==> src/rtl/ram_fifo_ctrl.sv <==
// FIFO controller driving an external simple dual-port synchronous RAM.
// Owns pointers, occupancy and status flags; read data is the RAM's registered output.
module ram_fifo_ctrl #(
    parameter int RAM_WIDTH = 8,
    parameter int ADDR_SIZE = 8,
    parameter int AF_LEVEL  = 240
) (
    input  logic                 clk,
    input  logic                 rst_n,
    input  logic                 clr,
    input  logic                 push,
    input  logic [RAM_WIDTH-1:0] wr_data,
    input  logic                 pop,
    output logic [RAM_WIDTH-1:0] rd_data,
    output logic                 rd_valid,
    output logic                 full,
    output logic                 empty,
    output logic                 almost_full,
    output logic [ADDR_SIZE:0]   count,
    output logic                 overflow,
    output logic                 underflow,
    output logic                 ram_rst,
    output logic                 ram_we,
    output logic [ADDR_SIZE-1:0] ram_wr_addr,
    output logic [RAM_WIDTH-1:0] ram_data_in,
    output logic                 ram_re,
    output logic [ADDR_SIZE-1:0] ram_rd_addr,
    input  logic [RAM_WIDTH-1:0] ram_data_out
);

    localparam int CW = ADDR_SIZE + 1;
    localparam logic [CW-1:0] DEPTH_C = CW'(1) << ADDR_SIZE;
    localparam logic [CW-1:0] AF_C    = CW'(AF_LEVEL);

    logic [CW-1:0] wr_ptr_reg, wr_ptr_next;
    logic [CW-1:0] rd_ptr_reg, rd_ptr_next;
    logic [CW-1:0] count_reg, count_next;
    logic          full_reg, empty_reg, almost_full_reg;
    logic          rd_valid_reg, overflow_reg, underflow_reg;
    logic          accept_en, push_ok, pop_ok;

    // Nothing is accepted on a reset or flush edge, so the RAM sees no stray access.
    always_comb begin
        accept_en   = rst_n & ~clr;
        push_ok     = push & ~full_reg & accept_en;
        pop_ok      = pop & ~empty_reg & accept_en;
        wr_ptr_next = wr_ptr_reg + CW'(push_ok);
        rd_ptr_next = rd_ptr_reg + CW'(pop_ok);
        count_next  = count_reg;
        case ({push_ok, pop_ok})
            2'b10:   count_next = count_reg + CW'(1);
            2'b01:   count_next = count_reg - CW'(1);
            default: count_next = count_reg;
        endcase
    end

    always_ff @(posedge clk) begin
        if (!rst_n || clr) begin
            wr_ptr_reg      <= '0;
            rd_ptr_reg      <= '0;
            count_reg       <= '0;
            full_reg        <= 1'b0;
            empty_reg       <= 1'b1;
            almost_full_reg <= 1'b0;
            rd_valid_reg    <= 1'b0;
            overflow_reg    <= 1'b0;
            underflow_reg   <= 1'b0;
        end else begin
            wr_ptr_reg      <= wr_ptr_next;
            rd_ptr_reg      <= rd_ptr_next;
            count_reg       <= count_next;
            // Flags track the count being registered on this same edge.
            full_reg        <= (count_next == DEPTH_C);
            empty_reg       <= (count_next == '0);
            almost_full_reg <= (count_next >= AF_C);
            rd_valid_reg    <= pop_ok;
            overflow_reg    <= overflow_reg | (push & full_reg);
            underflow_reg   <= underflow_reg | (pop & empty_reg);
        end
    end

    assign rd_data     = ram_data_out;
    assign rd_valid    = rd_valid_reg;
    assign full        = full_reg;
    assign empty       = empty_reg;
    assign almost_full = almost_full_reg;
    assign count       = count_reg;
    assign overflow    = overflow_reg;
    assign underflow   = underflow_reg;

    assign ram_rst     = ~rst_n;
    assign ram_we      = push_ok;
    assign ram_wr_addr = wr_ptr_reg[ADDR_SIZE-1:0];
    assign ram_data_in = wr_data;
    assign ram_re      = pop_ok;
    assign ram_rd_addr = rd_ptr_reg[ADDR_SIZE-1:0];

endmodule
==> config.mk <==
export PLATFORM = sky130hd
export DESIGN_NAME = ram_fifo_ctrl
export DESIGN_NICKNAME = d
export VERILOG_FILES = /design/src/rtl/ram_fifo_ctrl.sv
export SDC_FILE = /design/constraint.sdc
export NUM_CORES = 1
export LEC_CHECK = 0
export CAP_MARGIN = 15
export CORE_ASPECT_RATIO = 1.25
export CORE_MARGIN = 10
export CORE_UTILIZATION = 48
export DETAILED_ROUTE_END_ITERATION = 8
export PLACE_DENSITY = 0.94
export SYNTH_ARGS = -nofsm -noshare
export SYNTH_HDL_FRONTEND = slang
export SYNTH_SLANG_ARGS = --single-unit
==> constraint.sdc <==
create_clock -name clk -period 5 [get_ports clk]
set_clock_uncertainty 0.15 [all_clocks]
set_input_delay 0.5 -clock clk [delete_from_list [all_inputs] [get_ports clk]]
set_output_delay 0.5 -clock clk [all_outputs]
set_load 0.03 [all_outputs]
**Clock nets**

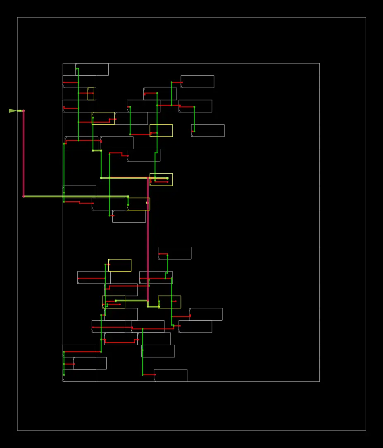
sequential cell count: 31
power of the clock network: 219 µW
Num Clock Sinks: 31
Skew-Pair Late Insertion Delay: 0.28 ns

**Register map, names as in the netlist**

The bar under the picture is 20 µm long. Other sequential cells in the stronger grey, the rest of the logic in the fainter grey.
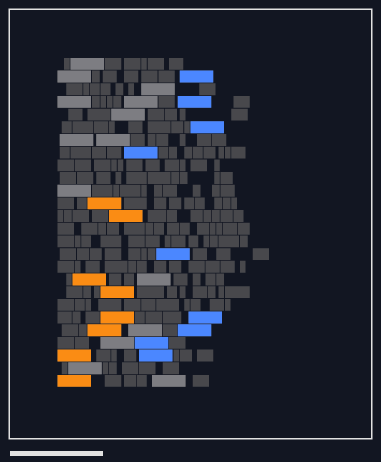
[orange] `rd_ptr_reg` | flops: 8
[blue] `count` | flops: 9
not coloured: 14
power in sequential cells: 251 µW
Post-Route Utilization: 0.5658
Seq/total area: 0.2719

==> run notes <==
Reports from this run.

- The placeable core region reads 4034 µm².
- The total length of routed wires reads 5133 µm.
- The maximum operating frequency is 234.4 MHz.
- For this design, the CTS-stage hold fixing added 0 buffers.
- The share of total power dissipated in sequential elements is 0.498.
- The launch point of the critical path was reported as clr.
- The area after detailed placement reads 2182 µm².
- Yosys reports that the most numerous cell types are sky130_fd_sc_hd__dfxtp_1 (31), sky130_fd_sc_hd__nor2_1 (24), sky130_fd_sc_hd__buf_4 (16), sky130_fd_sc_hd__xor2_1 (13), sky130_fd_sc_hd__nand3_1 (11).
- The height of the die reads 91.80 µm.
- The total internal power is 387.9 µW.
- The end point of the most critical hold path reads overflow.
- For this run, global-route usage on met1 was measured as 0.1390.
- The cell taking the most area after synthesis reads sky130_fd_sc_hd__dfxtp_1.
- Looking at hold timing, the worst path starts from overflow.
- The clock distribution area overhead in the final layout is 0.04386.
- The slew at the pin closest to its max-slew limit reads 0.7329 ns.
- The pin count of the biggest net entering global routing reads 24.
- The plain and repair buffers instantiated in the layout total 40.
- The number of remaining DRC errors is 0.
- For reference, the placement row count at floorplan is 26.
- Ranked by total area, the top cell class in this layout is logic gates.
- The combinational power reads 33.7 µW.
- The worst setup path is captured at a flip-flop.
- The clock transition at the registers of the reported paths is 0.07 ns.
- The critical-path maximum fanout reads 23.
- The largest share of the power goes to registers.
- The met2 wirelength from detailed routing reads 2645 µm.
- The mapped netlist covers 1979 µm².
- The most congested layer reported by global routing reads met2.
- The static power due to leakage is 0.0008689 µW.
- The fraction of power spent switching nets is 0.2296.
- Once layout is done, the placed cells without fillers occupy 2282 µm².
- For reference, the mux area share after synthesis is 0.005057.
- Per the layout report, the design carries 335 filler cells.
- The area share of buffers outside the clock network reads 0.1732.
- For this run, the register share of the synthesized area comes to 0.3135.
- The cell-mix breakdown from Yosys lists the simple-gate area share as 0.2459.
- Post-CTS repair changed the size of 0 cells.
- The routed wirelength normalized by instance count reads 17.17 µm.
- The final worst-path setup slack is 0.7338 ns.
- In the floorplan report the effective utilization is 0.4907.
- The mean instance size in the synthesized netlist is 8.758 µm².
- The dominant logic cell type in the layout reads sky130_fd_sc_hd__clkdlybuf4s50_1.
- The worst hold slack is 0.3334 ns.
- The first-pass GRT wire length reads 8376 µm.
- Across all checked pins, the minimum headroom to the slew limit is 0.5114.
- Summed over all nets, wire length on met3 after detailed routing comes to 373 µm.
- The maximum cell stage delay along the critical path reads 0.74 ns.
- The global routing usage on met2 reads 0.2542.
- The maximum clock insertion buffer count is 2.
- Routability-driven placement finished with a final weighted congestion of 0.9573.
- The Yosys step of the flow raised 0 warnings.
- The number of maximum-capacitance violations reads 0.
- Data on the critical path is required at its endpoint by 5.04 ns.
- The flip-flop count of the largest register after layout reads 9.
- The run finished with clean final reports.
- Summing internal, switching and leakage power gives 503.4 µW.
- The overall fraction of global-route tracks in use is 0.1414.
- Using the TritonRoute via totals, the vias-per-cell ratio works out to 5.769.
- The worst reg2reg path startpoint reads empty.
- The smallest clock period supported by the final layout is computed as 4.266 ns.
- The overflow left after global routing is 0.
- Among cell families on the critical path, the largest total delay comes from simple AND/OR/NAND/NOR gates.
- The post-synthesis adder-cell area fraction reads 0.05057.
- The number of cells on the critical path is 12.
- The clock buffer count is 8.
- The share of layout cells above drive strength 1 is 0.07407.
- The cell-mix breakdown from Yosys lists the compound-gate area share as 0.1485.
- The final layout reports a setup TNS of 0 ns.
- Ranking logic cells in the layout by count gives the top entries sky130_fd_sc_hd__clkdlybuf4s50_1 (38), sky130_fd_sc_hd__dfxtp_1 (31), sky130_fd_sc_hd__nor2_1 (24).
- The violation count after the first detailed-route iteration is 92.
- The number of distinct library cells after synthesis is 55.
- The class of the most critical setup path reads in -> reg.
- Setup repair after global routing left no endpoint under its margin.
- Before CTS, the worst setup slack after placement is 0.6203 ns.
- Yosys reported that registers with async set or reset make up 0.
- The chip footprint reads 7108 µm².
- The endpoint identified for the worst register-to-register timing path is full.
- The count of buffering cells on the critical path with inverters included is 1.
- The number of enable flip-flop cells is 0.
- The report lists the cells along the critical path as clkdlybuf4s50_1 > nand2b_1 > nor3b_1 > ha_1 > xor2_1 > ha_1 > nand4b_1 > and4_1 > o22ai_1 > or4_1 > o211ai_1 > nor4b_1.
- The kind of path behind the tightest hold check is reg -> reg.
- The most numerous cell type found on the critical path is sky130_fd_sc_hd__ha_1.
- The sort of element at the start of the critical path reads a primary input.
- The multi-input combinational cell count is 156.
- The number of antenna-violating nets in the routed design reads 0.
- Per the STA report, the cell with the highest stage delay on the worst path is sky130_fd_sc_hd__ha_1.
- The sequential cell area reads 620.6 µm².
- When the netlist entered floorplanning its net count stood at 255.
- The instance count along the most critical hold path reads 2.
- The slack of the worst reg-to-reg path is 1.19 ns.
- The number of optimization iterations in the first detailed-route pass reads 4.
- The number of vias in the routed layout reads 1,725.
- The total of flip-flops plus latches after synthesis reads 31.
- The xor/xnor cell area share of the yosys netlist reads 0.08850.
- In this run the horizontal extent of the chip is 77.44 µm.
- The final clock period utilization by the worst path reads 0.8532.
- The number of hold violations in the final report is 0.
- The number of cells on the worst reg-to-reg path is 10.
- The final antenna diode count is 0.
- The count of nets after finishing reads 271.
- Looking at the clock tree report, the H-tree level count equals 2.
- The placed instance count reads 291.
- The power report attributes to the clock group a share of 0.435.
- The max-slew violation count reads 0.
- The estimated wirelength of the detail-placed design reads 3528 µm.
- In the synthesis report, Yosys lists the chip area as 1979 µm².
- The area added between synthesis and finish reads 15.30%.
- The uppermost layer routed reads met4.
- The buffers inserted during post-CTS setup optimization is 0.
- The clock tree from TritonCTS is built.
- The inverter tally of the final layout excluding the clock network is 8.
- The yosys cell count reads 226.
- The layout report lists the multi-input gate area as 1066 µm².
- The routed length on met1 is 1919 µm.
- The combinational cell fraction of total power reads 0.067.
- The final number of setup-violating endpoints reads 0.
- The clock tree root buffer cell reads sky130_fd_sc_hd__clkbuf_8.
- The worst setup path endpoint is full.
- The most common flop cell mapped by yosys is sky130_fd_sc_hd__dfxtp_1.
- The OpenROAD report gives the critical path a data arrival time of 4.30 ns.
- The largest family of logic cells by area is simple AND/OR/NAND/NOR gates.
- Sorting the synthesized cells by area gives the leading types as sky130_fd_sc_hd__dfxtp_1 (31%), sky130_fd_sc_hd__buf_4 (6.1%), sky130_fd_sc_hd__xor2_1 (5.8%).
- Dividing total power by cell area gives a power density of 220.6 nW/µm².
- The number of buffers added by the clock tree synthesis step reads 5.
- IR analysis of the VDD net gives a maximum drop of 0.1870 mV.
- The combinational share of cell area is 0.4671.
**Wires at chosen ports, followed through buffers**

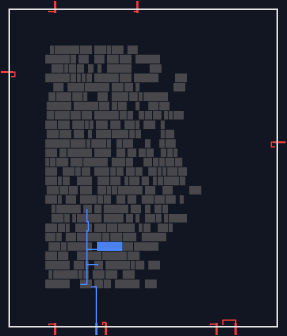
[blue] `empty` | bits: 1 | direction: output | edge: bottom | end cells: 1 | wire: 50.3 µm
[red] `ram_data_in` | bits: 8 | direction: output | edge: 4 bottom, 2 top, 1 left, 1 right | end cells: 0 | wire: 22.9 µm
number of primary I/O pins: 71
number of port buffers: 38

No activity file was given, so power comes from the tool's default toggle rates.
